==> images/met3.png <==
Bar = 20 microns.
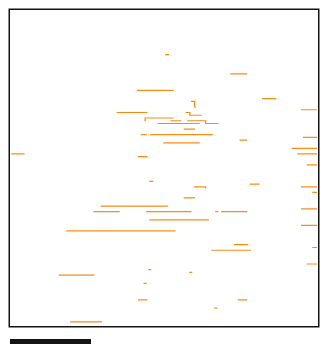
==> images/final_clocks.png <==
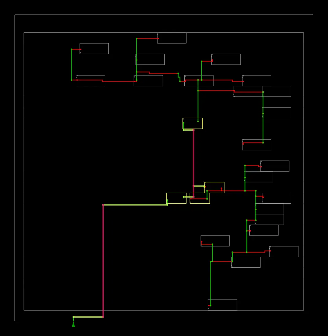
==> images/met4.png <==
Bar = 20 microns.
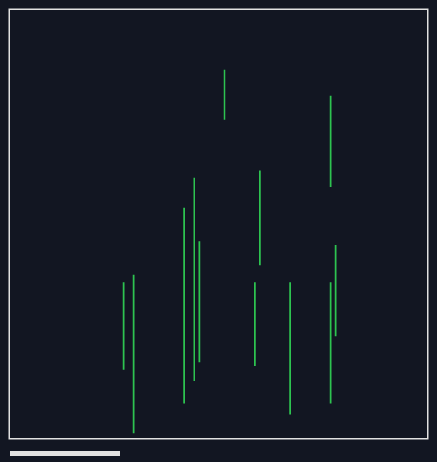
==> images/met2.png <==
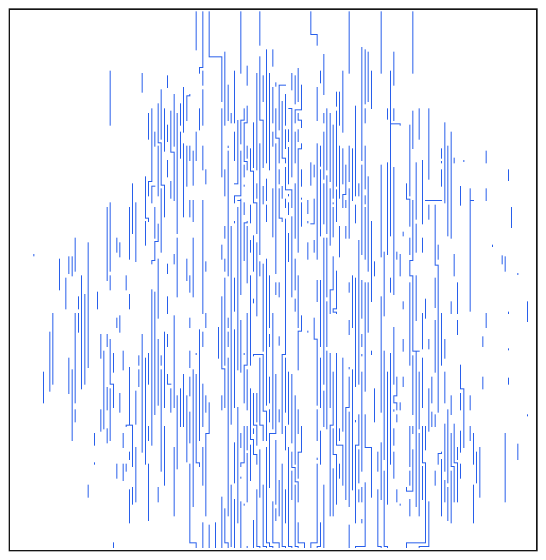
==> images/met1.png <==
Bar = 20 microns.
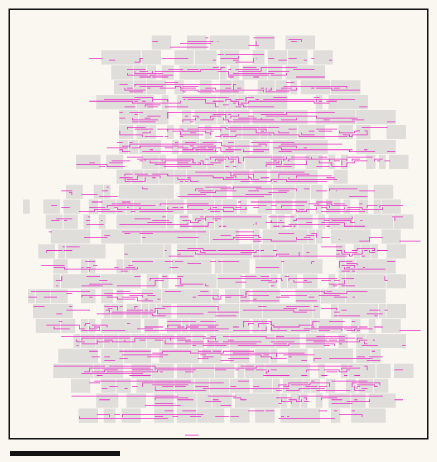
Design mul_scheduler, sky130hd; sources not shown.
==> results.txt <==
Synthesis and place-and-route results.

- The detailed router used layers up to and including met4.
- Leaving out fill and tap cells, the most frequent cells in the layout are 44 x clkdlybuf4s50_1, 42 x buf_4, 27 x inv_1, 24 x nor2_1, 24 x nand2_1.
- The number of antenna violations at the first check in global routing is 0.
- The CTS clock-pin slew for the worst setup and hold paths is ~0.090 ns.
- Summed over all failing endpoints, the final setup total negative slack is 0 ns.
- The script computed a power per unit cell area of about 430 nW/um^2.
- The most crowded layer after global routing is met2.
- The via density per instance is between 5 and 6.
- The dominant register cell is dfxtp_1.
- The run finished with clean final reports.
- The pin closest to its max-slew limit shows a slew of between 1 and 1.5 ns.
- The synthesized netlist handed to floorplanning was reported with a cell count of ~260.
- Counting endpoints that fail hold in the final report gives 0.
- The power report lists the combinational group at approximately 1.2 mW.
- The area after detailed placement is roughly 3100 sq um.
- Along the worst path, the maximum fanout reaches 7.
- The number of flops mapped to enable cells by yosys is 0.
- The wire-length estimate of the detail-placed layout is 4220 microns.
- For this run, the post-layout net count is about 420.
- The longest incremental delay of any stage on the critical path is reported as approximately 0.6 ns.
- The top cell type by area accounts for between 15 and 20% of the synthesized area.
- The power report lists the clock group at approximately 0.11 mW.
- The number of cells on the worst reg-to-reg path is 20.
- The area added between synthesis and finish is 57.4%.
- The area taken by multi-input logic gates is between 1500 and 2000 sq um.
- Counting plain and timing-repair buffers in the layout gives 96.
- Of the total power, registers draw about an eighth.
- In the final layout, multi-input gates take up approximately 56% of the cell area.
- Switching power as a fraction of the total was reported as 47.6%.
- In this run the vertical extent of the chip is 78 microns.
- The filler cells instantiated in the layout total approximately 390.
## Picture notes: met3.png
35 nets have wire on it. The longest straight run is 26.7 microns.
wirelength, routed: 6800 microns
Via Count: 2287
met3 track demand over resource in global routing: 1.51%

## Picture notes: final_clocks.png
number of CTS-inserted buffers: 3
final setup skew: 0.00653 ns
CTS sink count: 22

## Picture notes: met4.png
The layer carries 257 microns of wire. The layer holds 3.8% of the routed length. 12 nets have wire on it. The longest straight run is 36.7 microns.

## Picture notes: met2.png
379 nets have wire on it. The wires run mostly vertical.
met2 Usage GRT: 40.5%

## Picture notes: met1.png
376 nets have wire on it. The wires run mostly horizontal. The layer holds 41% of the routed length. The layer carries 2810 microns of wire. The longest straight run is 26.2 microns.
met1 track demand over resource: 27.0%

Power and IR drop assume default switching activity.
